**src/rtl/frac_dec_pkg.sv**
```systemverilog
// frac_dec_pkg: shared widths, FSM state encoding and leading-zero helper for frac_dec_ctrl
package frac_dec_pkg;
  localparam int FRAC_W     = 24;
  localparam int NUM_DIGITS = 5;
  localparam int DIG_W      = 4;
  localparam logic [1:0] S_IDLE  = 2'd0;
  localparam logic [1:0] S_ITER  = 2'd1;
  localparam logic [1:0] S_ROUND = 2'd2;
  localparam logic [1:0] S_DONE  = 2'd3;
  function automatic logic [2:0] count_lz(input logic [NUM_DIGITS*DIG_W-1:0] d);
    logic [2:0] n;
    logic stop;
    n = 3'd0;
    stop = 1'b0;
    for (int i = NUM_DIGITS - 1; i >= 0; i--) begin
      stop = stop | (d[i*DIG_W +: DIG_W] != 4'd0);
      n = n + {2'b00, ~stop};
    end
    return (n > 3'd4) ? 3'd4 : n;
  endfunction
endpackage

```
**src/rtl/bcd_inc5.sv**
```systemverilog
// bcd_inc5: combinational 5-digit BCD increment with carry-out
module bcd_inc5
  import frac_dec_pkg::*;
(
  input  logic [NUM_DIGITS*DIG_W-1:0] d,
  output logic [NUM_DIGITS*DIG_W-1:0] q,
  output logic                        co
);
  always_comb begin
    q = d;
    co = 1'b1;
    for (int i = 0; i < NUM_DIGITS; i++) begin
      q[i*DIG_W +: DIG_W] = co ? ((d[i*DIG_W +: DIG_W] == 4'd9) ? 4'd0 : d[i*DIG_W +: DIG_W] + 4'd1)
                               : d[i*DIG_W +: DIG_W];
      co = co & (d[i*DIG_W +: DIG_W] == 4'd9);
    end
  end
endmodule

```
**src/rtl/frac_dec_ctrl.sv**
```systemverilog
// frac_dec_ctrl: converts a 24-bit binary fraction to five BCD digits by repeated x10.
// Define FRAC_DEC_ROUND_EN for round-half-up on a guard digit; otherwise digits are truncated.
module frac_dec_ctrl
  import frac_dec_pkg::*;
(
  input  logic                        clk,
  input  logic                        rst_n,
  input  logic                        in_valid,
  output logic                        in_ready,
  input  logic [FRAC_W-1:0]           frac,
  output logic                        out_valid,
  input  logic                        out_ready,
  output logic [NUM_DIGITS*DIG_W-1:0] digits,
  output logic [2:0]                  lead_zeros,
  output logic                        carry,
  output logic                        busy
);
  logic [1:0] state_q, state_d;
  logic [2:0] cnt_q, cnt_d;
  logic [FRAC_W-1:0] rem_q, rem_d;
  logic [NUM_DIGITS*DIG_W-1:0] digits_q, digits_d;
  logic [2:0] lz_q, lz_d;
  logic [FRAC_W+3:0] p;
`ifdef FRAC_DEC_ROUND_EN
  localparam logic [2:0] N_ITER = 3'd6;
  logic [DIG_W-1:0] guard_q, guard_d;
  logic carry_q, carry_d;
  logic [NUM_DIGITS*DIG_W-1:0] inc_q;
  logic inc_co;
  bcd_inc5 u_inc (.d(digits_q), .q(inc_q), .co(inc_co));
  assign carry = carry_q;
`else
  localparam logic [2:0] N_ITER = 3'd5;
  assign carry = 1'b0;
`endif
  assign p = ({4'b0000, rem_q} << 3) + ({4'b0000, rem_q} << 1);
  assign in_ready = state_q == S_IDLE;
  assign busy = state_q != S_IDLE;
  assign out_valid = state_q == S_DONE;
  assign digits = digits_q;
  assign lead_zeros = lz_q;
  always_comb begin
    state_d = state_q;
    cnt_d = cnt_q;
    rem_d = rem_q;
    digits_d = digits_q;
    lz_d = lz_q;
`ifdef FRAC_DEC_ROUND_EN
    guard_d = guard_q;
    carry_d = carry_q;
`endif
    if (state_q == S_IDLE && in_valid) begin
      state_d = S_ITER;
      rem_d = frac;
      cnt_d = 3'd0;
      lz_d = 3'd0;
`ifdef FRAC_DEC_ROUND_EN
      carry_d = 1'b0;
`endif
    end else if (state_q == S_ITER) begin
      rem_d = p[FRAC_W-1:0];
      if (cnt_q < 3'(NUM_DIGITS)) digits_d = {digits_q[(NUM_DIGITS-1)*DIG_W-1:0], p[FRAC_W+3:FRAC_W]};
`ifdef FRAC_DEC_ROUND_EN
      else guard_d = p[FRAC_W+3:FRAC_W];
`endif
      cnt_d = (cnt_q == N_ITER - 3'd1) ? 3'd0 : cnt_q + 3'd1;
      state_d = (cnt_q == N_ITER - 3'd1) ? S_ROUND : S_ITER;
    end else if (state_q == S_ROUND) begin
`ifdef FRAC_DEC_ROUND_EN
      // first ROUND cycle applies the increment, second derives lead_zeros from the result
      if (cnt_q == 3'd0) begin
        cnt_d = 3'd1;
        digits_d = (guard_q >= 4'd5) ? inc_q : digits_q;
        carry_d = (guard_q >= 4'd5) & inc_co;
      end else begin
        cnt_d = 3'd0;
        lz_d = count_lz(digits_q);
        state_d = S_DONE;
      end
`else
      lz_d = count_lz(digits_q);
      state_d = S_DONE;
`endif
    end else if (state_q == S_DONE && out_ready) begin
      state_d = S_IDLE;
    end
  end
  always_ff @(posedge clk) begin
    if (!rst_n) begin
      state_q <= S_IDLE;
      cnt_q <= 3'd0;
      rem_q <= '0;
      digits_q <= '0;
      lz_q <= 3'd0;
`ifdef FRAC_DEC_ROUND_EN
      guard_q <= '0;
      carry_q <= 1'b0;
`endif
    end else begin
      state_q <= state_d;
      cnt_q <= cnt_d;
      rem_q <= rem_d;
      digits_q <= digits_d;
      lz_q <= lz_d;
`ifdef FRAC_DEC_ROUND_EN
      guard_q <= guard_d;
      carry_q <= carry_d;
`endif
    end
  end
endmodule

```
**config.mk**
```make
export PLATFORM = sky130hd
export DESIGN_NAME = frac_dec_ctrl
export DESIGN_NICKNAME = d
export VERILOG_FILES = /design/src/rtl/frac_dec_pkg.sv /design/src/rtl/bcd_inc5.sv /design/src/rtl/frac_dec_ctrl.sv
export SDC_FILE = /design/constraint.sdc
export NUM_CORES = 1
export LEC_CHECK = 0
export CORE_MARGIN = 4
export CORE_UTILIZATION = 40
export DETAILED_ROUTE_END_ITERATION = 6
export PLACE_DENSITY = 0.68
export SYNTH_ARGS = -nofsm -noshare
export SYNTH_HDL_FRONTEND = slang
export SYNTH_SLANG_ARGS = --single-unit
```
**constraint.sdc**
```tcl
create_clock -name clk -period 4.65 [get_ports clk]
set_input_delay 0.93 -clock clk [delete_from_list [all_inputs] [get_ports clk]]
set_output_delay 0.93 -clock clk [all_outputs]
set_load 0.02 [all_outputs]
```
==> flow_metrics.tcl, run 1 <==
# collected from the flow reports
set metrics [dict create \
    startpoint "rem_q[2]" \
    dp_cells 566 \
    timing.hold.ws_ns 0.480 \
    endpoint "rem_q[19]" \
    num_io_pins 55 \
    nClkBuffers 5 \
    signal_buffers 54 \
    drive_gt1_share_pct 4.48 \
    p_clk_mw 0.264 \
    ys_sh_simple_pct 19.9 \
    yosys_warnings 0 \
    maxSlewHeadroom_pct 26.7 \
    grt_pass1_wl_mm 14.1 \
    nFillCells 794 \
    inverters 7 \
    nonClkBufAreaFrac_pct 13.1 \
    top_power_group "combinational logic" \
    crit_slowest_cell "fa_1" \
    largest_reg_flops 24 \
    drcViolationCount 0 \
    cts_resized 0 \
    worstPathCellList "ha_1 -> fa_1 -> a21o_1 -> a221oi_4 -> nor4_2 -> or2_4 -> a311oi_2 -> xor2_1 -> a311oi_1" \
    fmax_ghz 0.360 \
    cap_violations 0 \
    setup_tns_ns 0 \
    antenna_found_initial 0 \
    yosys_cells 430 \
    seqPwrFrac_pct 31.8 \
    path_delay_family "AND-OR/OR-AND gates" \
    via_count 3218 \
    hold_buffers 0 \
    p_comb_share_pct 54.5 \
    dr.first_iter.drc_count 213 \
    postSynthCellCount 430 \
    top_cells_by_area "dfxtp_1, ha_1, a21oi_1, nand2_1, mux2i_1" \
    cts_tree "yes" \
    clkPwrFrac_pct 13.6 \
    multi_input_comb_cells 348 \
    rrSetupSlack_ns 1.87 \
    dp_hpwl_mm 6.58 \
    wl_met1_mm 4.21 \
    busiest_layer "met2" \
    status "finished, final reports clean" \
    ir_drop_v 0.000193 \
    dominant-cell-class "combinational gates" \
    tightest_slew_ns 1.10 \
    powerComb_mw 1.06 \
    final-instance-count-excl-fill 574 \
    clk_latency_ns 0.30 \
    finalHoldViolCount 0 \
    reg2reg_to "rem_q[19]" \
    top_area_share_pct 30.2 \
    drtPass1Iterations 4 \
    syn_area_sq_um 3450 \
    grt_overflow 0 \
    hp-class "flip-flop to flip-flop" \
    rsz0062_at_grt "no" \
    cp_slowest_stage_delay_ns 0.42 \
    async_reset_ff_share_pct 0 \
]
==> run_1/cell_density.png <==
Drawn at 4 px/micron. The die is cut into 10 by 10 equal tiles; black is low, pale yellow is high, 0 to 100% covered.
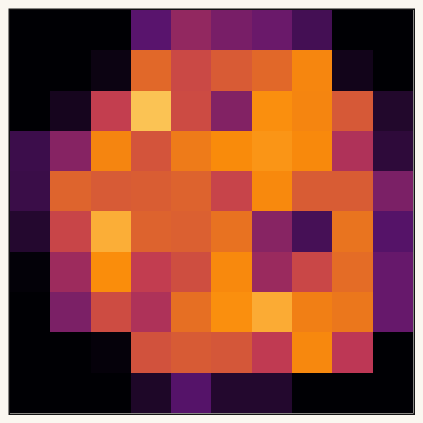
mean over tiles: 39%
fullest tile: 87%
densest ninth of the die: center
fin util: 49.6%
Core Area: 8300 sq um
FP Util: 41.5%

==> run_1/io_placement.png <==
Drawn at 4 px/micron. Pins as bars across the die edge, other pins in gray.
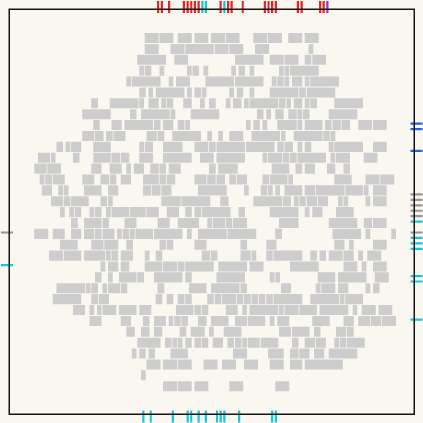
legend:
  lead_zeros:
    color: blue
    pins: 3
    direction: output
    edge: east
  clk:
    color: purple
    pins: 1
    direction: input
    edge: north
  frac:
    color: cyan
    pins: 24
    direction: input
    edge: 13 south, 7 east, 3 north, 1 west
  digits:
    color: red
    pins: 20
    direction: output
    edge: north
all pins by edge: 24 north, 16 east, 13 south, 2 west

==> run_1/placement_by_type.png <==
Drawn at 3 px/micron.
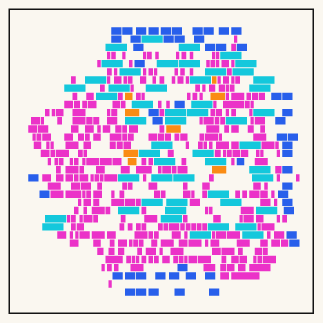
legend:
  sequential cells:
    color: cyan
    cells: 52
    share_of_their_area: 26%
  combinational and other logic:
    color: magenta
    cells: 355
    share_of_their_area: 58%
  remaining buffers and delay cells:
    color: blue
    cells: 54
    share_of_their_area: 13%
  clock drivers and dummy loads:
    color: orange
    cells: 8
    share_of_their_area: 2.3%

==> run 2, diff against run 1 <==
PLACE_DENSITY = 0.71   (was 0.68)
clock period = 2.25 ns   (was 4.65 ns; I/O delays follow)
==> run_2/cell_density.png <==
Drawn at 4 px/micron. The die is cut into 10 by 10 equal tiles; black is low, pale yellow is high, 0 to 100% covered.
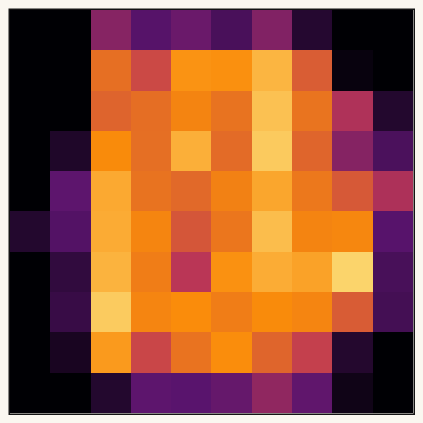
mean over tiles: 44%
nearly empty tiles: 18%
densest ninth of the die: center
tiles over 75% full: 19%
emptiest ninth of the die: north-west

==> run 2 against run 1 <==
The flow now finishes with violations (negative setup slack); utilization increased by 5.7 points; combinational power increased by 150%; clock power increased by 110%; flip-flop count unchanged; first-iteration DRC count unchanged; sequential power increased by 110%; critical path depth unchanged; area after synthesis unchanged; register-to-register slack got worse by 2.0 ns; via count increased by 5.2%; largest power group unchanged.
==> flow_metrics.tcl, run 2 <==
# collected from the flow reports
set metrics [dict create \
    status "complete, but fails checks" \
    violations "negative setup slack" \
    cts_resized 4 \
    endpoint "rem_q[19]" \
    drtPass1Iterations 4 \
    final_util_pct 55.3 \
    drcViolationCount 0 \
    top_power_group "combinational logic" \
    finalSetupViolCount 8 \
    rsz0062_at_grt "yes" \
    warning_count 33 \
    ys_sh_simple_pct 19.9 \
    clkPwrFrac_pct 12.5 \
    core_area_sq_um 8300 \
    p_clk_mw 0.557 \
    taps 105 \
    rrSetupSlack_ns -0.14 \
    dr.first_iter.drc_count 213 \
    reg2reg_to "rem_q[19]" \
    signal_buffers 92 \
    p_int_mw 2.51 \
    worstPathCellList "ha_4 -> fa_2 -> a21o_1 -> a221oi_4 -> nor4_4 -> or2_4 -> a311oi_2 -> xor2_1 -> a311oi_1" \
    ys_area_sq_um 3450 \
    grt_use_met3_pct 1.87 \
    timing.hold.ws_ns 0.474 \
    cts_tree "yes" \
    grt_overflow 0 \
    fin_ws_ns -0.136 \
    crit_path_start_kind "flip-flop" \
    hp-class "flip-flop to flip-flop" \
    cap_violations 0 \
    top_cells_by_area "dfxtp_1, ha_1, a21oi_1, nand2_1, mux2i_1" \
    fmax_ghz 0.419 \
    yosys.area_share.aoi_pct 25.8 \
    final-instance-count-excl-fill 612 \
    syn_to_final_growth_pct 33.1 \
    ir_drop_v 0.000354 \
    dp_cells 600 \
    setup_tns_ns -0.493 \
    multi_input_comb_cells 348 \
    powerComb_mw 2.60 \
    crit_slowest_cell "dfxtp_2" \
    finalNetCount 565 \
    inverters 7 \
    synth.largest_area_cell "dfxtp_1" \
    yosys_warnings 0 \
    yosys_cells 430 \
    dominant-cell-class "combinational gates" \
    dp_hpwl_mm 7.18 \
    grt_pass1_wl_mm 15.6 \
    nClkBuffers 5 \
    hold_buffers 0 \
    drive_gt1_share_pct 17.2 \
    fin_area_sq_um 4590 \
    hold_depth 2 \
    clk_latency_ns 0.31 \
    async_reset_ff_share_pct 0 \
    p_comb_share_pct 58.3 \
    busiest_layer "met2" \
    nFillCells 768 \
    seqPwrFrac_pct 29.2 \
    cp_max_fo 3 \
    wl_met1_mm 4.26 \
    cts_max_level 2 \
    startpoint "rem_q[2]" \
    initial_utilization_pct 41.5 \
    postSynthCellCount 430 \
    syn_area_sq_um 3450 \
    cp_slowest_stage_delay_ns 0.36 \
    finalHoldViolCount 0 \
    nonClkBufAreaFrac_pct 18.5 \
    ant_nets 0 \
    antenna_found_initial 0 \
    path_delay_family "AND-OR/OR-AND gates" \
    num_io_pins 55 \
    wl_met3_microns 324 \
    largest_reg_flops 24 \
    top_area_share_pct 30.2 \
]
==> run_2/wires.png <==
Drawn at 3 px/micron.
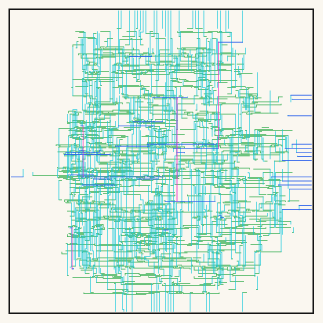
legend:
  metal 4:
    color: magenta
    wire_length: 101 microns
  metal 3:
    color: blue
    wire_length: 324 microns
  metal 1:
    color: green
    wire_length: 4260 microns
  metal 2:
    color: cyan
    wire_length: 4810 microns
Avg WL per Cell: 15.5 microns
via count: 3386

==> run 3, diff against run 2 <==
SYNTH_HIERARCHICAL = 1   (was not set)
==> run_3/cell_density.png <==
Drawn at 4 px/micron. The die is cut into 10 by 10 equal tiles; black is low, pale yellow is high, 0 to 100% covered.
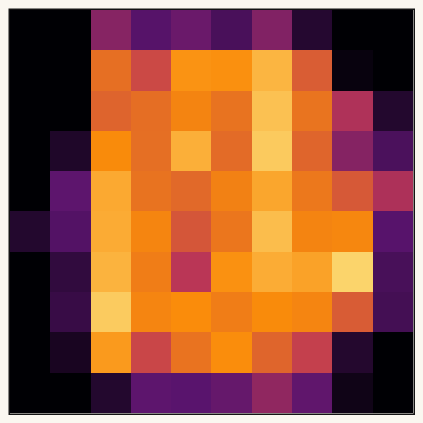
tiles over 75% full: 19%
mean over tiles: 44%
fullest tile: 91%
nearly empty tiles: 18%

==> run 3 against run 2 <==
The flow still finishes with violations (negative setup slack); non-clock buffer count unchanged; synthesized cell count unchanged; global-route usage unchanged; final cell count unchanged; wire length unchanged; register-to-register slack about the same; sequential share of layout area unchanged; utilization unchanged; via count unchanged; sequential power about the same; hold slack unchanged; clock power about the same; critical path type unchanged; largest power group unchanged.
==> flow_metrics.tcl, run 3 <==
# collected from the flow reports
set metrics [dict create \
    status "complete, but fails checks" \
    violations "negative setup slack" \
    nFillCells 768 \
    finalSetupViolCount 8 \
    grt_pass1_wl_mm 15.6 \
    setup_tns_ns -0.493 \
    dr.first_iter.drc_count 213 \
    cp_slowest_stage_delay_ns 0.36 \
    top_cells_by_area "dfxtp_1, ha_1, a21oi_1, nand2_1, mux2i_1" \
    p_comb_share_pct 58.3 \
    num_io_pins 55 \
    timing.hold.ws_ns 0.474 \
    syn_to_final_growth_pct 33.1 \
    final-instance-count-excl-fill 612 \
    yosys.area_share.aoi_pct 25.8 \
    rsz0062_at_grt "yes" \
    warning_count 33 \
    fin_ws_ns -0.136 \
    cap_violations 0 \
    final_util_pct 55.3 \
    postSynthCellCount 430 \
    clk_latency_ns 0.31 \
    ys_area_sq_um 3450 \
    dp_cells 600 \
    ant_nets 0 \
    seqPwrFrac_pct 29.2 \
    initial_utilization_pct 41.5 \
    cp_max_fo 3 \
    hold_buffers 0 \
    antenna_found_initial 0 \
    dp_hpwl_mm 7.18 \
    cts_buffers 5 \
    dominant-cell-class "combinational gates" \
    ys_sh_simple_pct 19.9 \
    worstPathCellList "ha_4 -> fa_2 -> a21o_1 -> a221oi_4 -> nor4_4 -> or2_4 -> a311oi_2 -> xor2_1 -> a311oi_1" \
    top_area_share_pct 30.2 \
    endpoint "rem_q[19]" \
    hp-class "flip-flop to flip-flop" \
    cts_max_level 2 \
    cts_tree "yes" \
    cts_resized 4 \
    drive_gt1_share_pct 17.2 \
    fmax_ghz 0.419 \
    yosys_cells 430 \
    wl_met3_microns 324 \
    p_int_mw 2.51 \
    drt-wirelength-per-cell_microns 15.5 \
    rrSetupSlack_ns -0.14 \
    yosys_warnings 6 \
    fin_area_sq_um 4590 \
    finalHoldViolCount 0 \
    drcViolationCount 0 \
    powerComb_mw 2.60 \
    signal_buffers 92 \
    startpoint "rem_q[2]" \
    crit_path_start_kind "flip-flop" \
    reg2reg_to "rem_q[19]" \
    inverters 7 \
    grt_overflow 0 \
    busiest_layer "met2" \
    taps 105 \
    grt_use_met3_pct 1.87 \
    finalNetCount 565 \
    syn_area_sq_um 3450 \
    wl_met1_mm 4.26 \
    crit_slowest_cell "dfxtp_2" \
    core_area_sq_um 8300 \
    clkPwrFrac_pct 12.5 \
    top_power_group "combinational logic" \
    async_reset_ff_share_pct 0 \
    largest_reg_flops 24 \
]
==> run_3/clocks.png <==
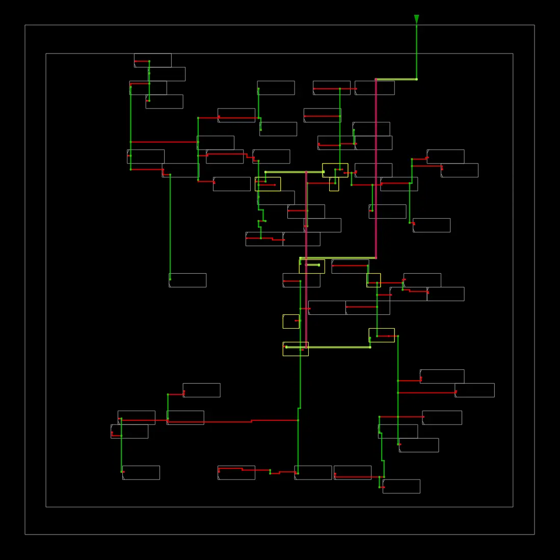
P_clk: 0.557 mW
clock sinks: 52
Fin Clk Skew: 0.0106 ns
clock buffers: 5
flop count: 52

No activity file was given, so power comes from the tool's default toggle rates.
